Design cpu_sequencer_flat, sky130hd; sources not shown.
Run 1, PDN straps and rails:
Scale: 3 px per um. Pins as bars on the die edge.
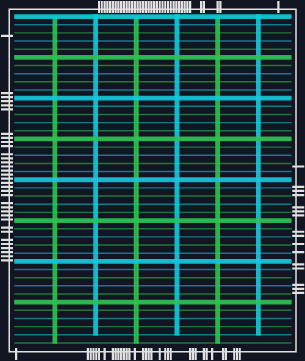
VSS: marked green. VDD: marked cyan.
6 straps on met4. 123 signal pins sit on the boundary. The core has 40 rows. 8 straps on met5.
VDD IR max: 0.233 mV
die width: 95.1 um
die height: 114 um
core box area: 0.0101 mm2

Run 1, placed cells, one colour a class:
Scale: 2 px per um. Fill, decap, tap and diode cells in grey.
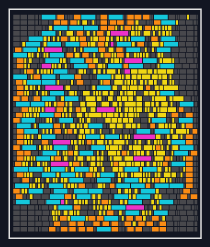
flip-flops: marked cyan, cells 107, share of their area 33%. clock drivers and dummy loads: marked magenta, cells 15, share of their area 4.6%. all other logic: marked yellow, cells 513, share of their area 43%. other buffers and delay cells: marked orange, cells 136, share of their area 20%.
post-route cell area: 0.00674 mm2
Row Count: 40

Run 1, clock distribution:
Scale: 4 px per um.
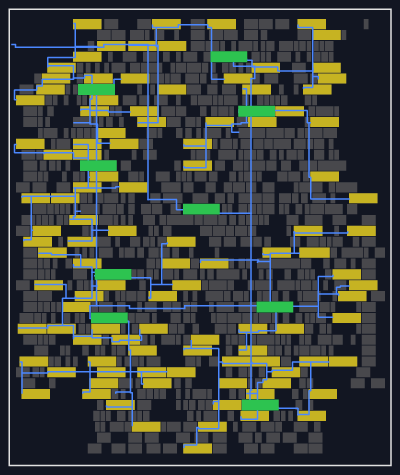
cells driving clock nets: marked green, count 9. clock wires: marked blue, length 1,230 um. flip-flops: marked yellow, count 107.
There are 10 routed clock nets. Position of the flops: spread over the die.
Clock Power: 818 uW
clock network power share: 0.391

Run 1, signal wires by layer:
Scale: 3 px per um. Only two layers are drawn.
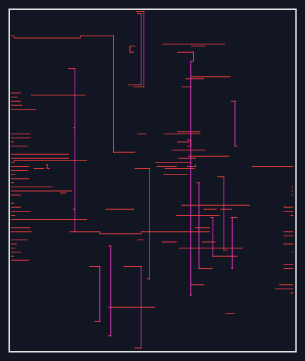
met3: marked red, wire length 710 um. met4: marked magenta, wire length 434 um.
routed vias: 4,995
WL final: 13,700 um
All-Layer GR Usage: 0.260

==> run summary, run 1 <==
Worst Setup Start Kind - flop
Post-synth seq share - 0.412
Top logic family - simple AND/OR/NAND/NOR gates
First DRT Iteration DRCs - 232
Placed insts - 881
CTS tree - done
Chip Area, Yosys - 0.00520 mm2
Pre-Place Util - 0.517
P_int - 1.57 mW
Most common cell in the netlist - nand2_1
Logic Gate Count - 489
Routed wl met2 - 6910 um
Part of the power in registers - 0.486
Cells in synth_stat.txt - 672
HP Class - flop to flop
XOR Share, Synth - 0.0219
Fin cells - 897
Max Clock Skew - 0.00738 ns
DRT Pass-1 Iters - 4
Wl on met1 - 5660 um
Resized cells post-CTS - 0
Net Switching - 519 uW
Aoi share - 0.206
Met3 Use GR - 0.0493
Registers - 107
Detailed placer's ending HPWL - 9760 um
CTS Sinks - 107
Max-slew headroom - 0.266
Tool warning count - 29
Clock-cell share - 0.0448
Switching Share - 0.248
DP Worst Slack - 0.245 ns
Crit path kind - flop to flop
Critical-path top delay cell - fa_1
Vias per inst - 5.57
CTS max path bufs - 2
Die Size - 0.0108 mm2
Root Buffer - clkbuf_16
R2r setup slk - 0.41 ns
Placed instance area - 0.00642 mm2
Worst R2R Path Depth - 18
Multi-input combinational area share - 0.405
Non-clk invs - 24
Ys async rst share - 0
Yosys warnings - 0
Synth mux share - 0.0176
Max Slew Vio Count - 0
Period minus WS final - 4.04 ns
Mapped Area - 0.00520 mm2
CP Capture Type - flop
Crit path DAT - 4.24 ns
Grt peak-use layer - met2
Most common cell after layout, fill and taps aside - nand2_1
Sum of buffers and inverters on the critical path - 4
GR Util met1 - 0.308
Clock Latency Late Sink - 0.36 ns
Dominant register cell - dfxtp_1
Fin nets - 838
Pwr Density - 311 mW/mm2
Maximum Capacitance Violations - 0
Metal3 WL - 709 um
Number of global-route vias before repair - 4,709
Initial antenna violation count - 0
Met2 Use GR - 0.445
Hold path depth - 2
Comb pwr share - 0.123
Syn-to-layout area delta - 29.6%
Wirelength per Cell - 15.3 um
Worst hold slack - 0.449 ns
Non-CTS buffers - 136
Cells after Synth - 672
Tapcell Cnt - 126
Layout clock buffer count - 11
GPL Wtd Cong - 0.899
Overflow after GRT - 0
Most common logic cells in the final layout - nand2_1, clkdlybuf4s50_1, dfxtp_1, a21oi_1, nor2_1
CP Cell Sequence - buf_4 -> inv_1 -> ha_1 -> inv_1 -> fa_1 -> nor2b_1 -> o21ai_0 -> a21boi_1 -> mux2_2 -> a31o_2 -> ha_1 -> a41oi_1 -> o21ai_1 -> o211ai_2 -> nand3_2 -> buf_4 -> nor2_1 -> a311oi_2
Synth area leaders - dfxtp_1, nand2_1, a21oi_1, ha_1, nor2_1
Final setup vio count - 0
Final core utilization - 0.670
# fillers - 850
Global-route wire length before repair - 22,200 um
Hold buffers post-CTS - 0
Drt drc - 0
Seq cells post-synth - 107
Outcome - finished, final reports clean
Syn Nets - 743
Critical Path RT - 4.64 ns
Buffer share of cell area - 0.196
Final hold violation count - 0
Synth top cells by count - nand2_1, dfxtp_1, a21oi_1, nor2_1, clkbuf_1
Post-synthesis adder-cell area fraction - 0.0424
Setup repair bufs after CTS - 0
Delay-heaviest family, CP - AND-OR/OR-AND gates
Biggest cell delay along the critical path - 0.37 ns
Seq. pwr - 1.02 mW
Top Consumer - registers
Cell type with the largest total area - dfxtp_1
Worst-path clk slew - 0.07 ns
P_leak - 2.35 nW
Final ANT Viol Nets - 0
Final Cycle Share - 0.909
Final WS setup - 0.407 ns
Actual slew at the worst max-slew pin - 1.10 ns
Leading cell kind - logic gates
CTS Buf Count - 9
Seq/total area - 0.318
Area of the multi-input gates - 0.00273 mm2
IO Count - 123
## Run 2: what changed since run 1
--- a/config.mk
+++ b/config.mk
@@ -9,6 +9,7 @@
 export CORE_ASPECT_RATIO = 1.2
 export CORE_MARGIN = 1
 export CORE_UTILIZATION = 50
+export CTS_CLUSTER_DIAMETER = 30
 export DETAILED_ROUTE_END_ITERATION = 8
 export PLACE_DENSITY = 0.8
 export SETUP_SLACK_MARGIN = 0.15
Run 2, clock distribution:
Scale: 4 px per um.
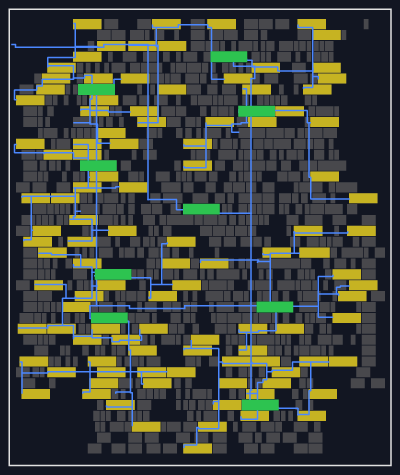
flip-flops: marked yellow, count 107. cells driving clock nets: marked green, count 9. clock wires: marked blue, length 1,230 um.
There are 10 routed clock nets. Position of the flops: spread over the die.
Max Clock Skew: 0.00738 ns
Clock Latency Late Sink: 0.36 ns

==> run 2 against run 1 <==
Compared with the run above:
- via count unchanged
- final cell count stayed put
- sequential share of layout area unchanged
- sequential power is essentially flat
- maximum frequency stayed put
- worst hold slack is the same
- synthesized area is the same
- global-route usage stayed put
- worst setup slack is the same
- critical endpoint unchanged
- largest cell class unchanged
- highest routed layer unchanged
==> run summary, run 2 <==
Outcome - finished, final reports clean
Crit path DAT - 4.24 ns (about the same)
Final WS setup - 0.407 ns (unchanged)
Chip Area, Yosys - 0.00520 mm2 (unchanged)
# diodes - 0
Detailed placer's ending HPWL - 9760 um (unchanged)
Synth mux share - 0.0176 (unchanged)
Resized cells post-CTS - 0 (unchanged)
Worst Setup Start Kind - flop
Worst R2R Path Depth - 18 (unchanged)
XOR Share, Synth - 0.0219 (unchanged)
Top Consumer - registers
Logic Gate Count - 489 (unchanged)
Global-route wire length before repair - 22,200 um (unchanged)
Syn-to-layout area delta - 29.6% (unchanged)
Placed insts - 881 (unchanged)
Seq cells post-synth - 107 (unchanged)
Final core utilization - 0.670 (unchanged)
GPL Wtd Cong - 0.899 (unchanged)
Met2 Use GR - 0.445 (unchanged)
Routed wl met2 - 6910 um (unchanged)
Clock-cell share - 0.0448 (unchanged)
Syn Nets - 743 (unchanged)
WL final - 13,700 um (unchanged)
Number of global-route vias before repair - 4,709 (unchanged)
Delay-heaviest family, CP - AND-OR/OR-AND gates
GR Util met1 - 0.308 (unchanged)
Grt peak-use layer - met2
Non-CTS buffers - 136 (unchanged)
Most common logic cells in the final layout - nand2_1, clkdlybuf4s50_1, dfxtp_1, a21oi_1, nor2_1
Sum of buffers and inverters on the critical path - 4 (unchanged)
Overflow after GRT - 0 (unchanged)
Metal3 WL - 709 um (unchanged)
Hold path depth - 2 (unchanged)
Row Count - 40 (unchanged)
DRT Pass-1 Iters - 4 (unchanged)
Buffer share of cell area - 0.196 (unchanged)
Drt drc - 0 (unchanged)
Biggest cell delay along the critical path - 0.37 ns (about the same)
Clock network power share - 0.391 (about the same)
Most common cell in the netlist - nand2_1
Area of the multi-input gates - 0.00273 mm2 (unchanged)
Dominant register cell - dfxtp_1
Tapcell Cnt - 126 (unchanged)
HP Class - flop to flop
Multi-input combinational area share - 0.405 (unchanged)
Post-route cell area - 0.00674 mm2 (unchanged)
Leading cell kind - logic gates
Cells after Synth - 672 (unchanged)
Comb pwr share - 0.123 (about the same)
Initial antenna violation count - 0 (unchanged)
CP Cell Sequence - buf_4 -> inv_1 -> ha_1 -> inv_1 -> fa_1 -> nor2b_1 -> o21ai_0 -> a21boi_1 -> mux2_2 -> a31o_2 -> ha_1 -> a41oi_1 -> o21ai_1 -> o211ai_2 -> nand3_2 -> buf_4 -> nor2_1 -> a311oi_2
Wirelength per Cell - 15.3 um (unchanged)
Mapped Area - 0.00520 mm2 (unchanged)
Worst-path clk slew - 0.07 ns (about the same)
Net Switching - 519 uW (unchanged)
Routed vias - 4,995 (unchanged)
Met3 Use GR - 0.0493 (unchanged)
Placed instance area - 0.00642 mm2 (unchanged)
Actual slew at the worst max-slew pin - 1.10 ns (unchanged)
Period minus WS final - 4.04 ns (unchanged)
Setup repair bufs after CTS - 0 (unchanged)
Vias per inst - 5.57 (unchanged)
Ys async rst share - 0 (unchanged)
P_int - 1.57 mW (unchanged)
Tool warning count - 29 (unchanged)
Critical Path RT - 4.64 ns (about the same)
CP Capture Type - flop
CTS max path bufs - 2 (unchanged)
Switching Share - 0.248 (unchanged)
Cells in synth_stat.txt - 672 (unchanged)
# fillers - 850 (unchanged)
Die width - 95.1 um (unchanged)
CTS Buf Count - 9 (unchanged)
Most common cell after layout, fill and taps aside - nand2_1
Fin nets - 838 (unchanged)
Crit path kind - flop to flop
Non-clk invs - 24 (unchanged)
Registers - 107 (unchanged)
DP Worst Slack - 0.245 ns (unchanged)
Cell type with the largest total area - dfxtp_1
Wl on met1 - 5660 um (unchanged)
Max-slew headroom - 0.266 (unchanged)
IO Count - 123 (unchanged)
Pwr Density - 311 mW/mm2 (unchanged)
Synth area leaders - dfxtp_1, nand2_1, a21oi_1, ha_1, nor2_1
Final hold violation count - 0 (unchanged)
Critical-path top delay cell - fa_1
Part of the power in registers - 0.486 (about the same)
R2r setup slk - 0.41 ns (about the same)
Final Cycle Share - 0.909 (unchanged)
CTS Sinks - 107 (unchanged)
Layout clock buffer count - 11 (unchanged)
VDD IR max - 0.233 mV (unchanged)
Clock Power - 818 uW (about the same)
Die height - 114 um (unchanged)
Core box area - 0.0101 mm2 (unchanged)
All-Layer GR Usage - 0.260 (unchanged)
Seq. pwr - 1.02 mW (about the same)
Yosys warnings - 0 (unchanged)
P_leak - 2.35 nW (unchanged)
Die Size - 0.0108 mm2 (unchanged)
Aoi share - 0.206 (unchanged)
Synth top cells by count - nand2_1, dfxtp_1, a21oi_1, nor2_1, clkbuf_1
Maximum Capacitance Violations - 0 (unchanged)
Power is estimated from default activity; no workload was simulated.
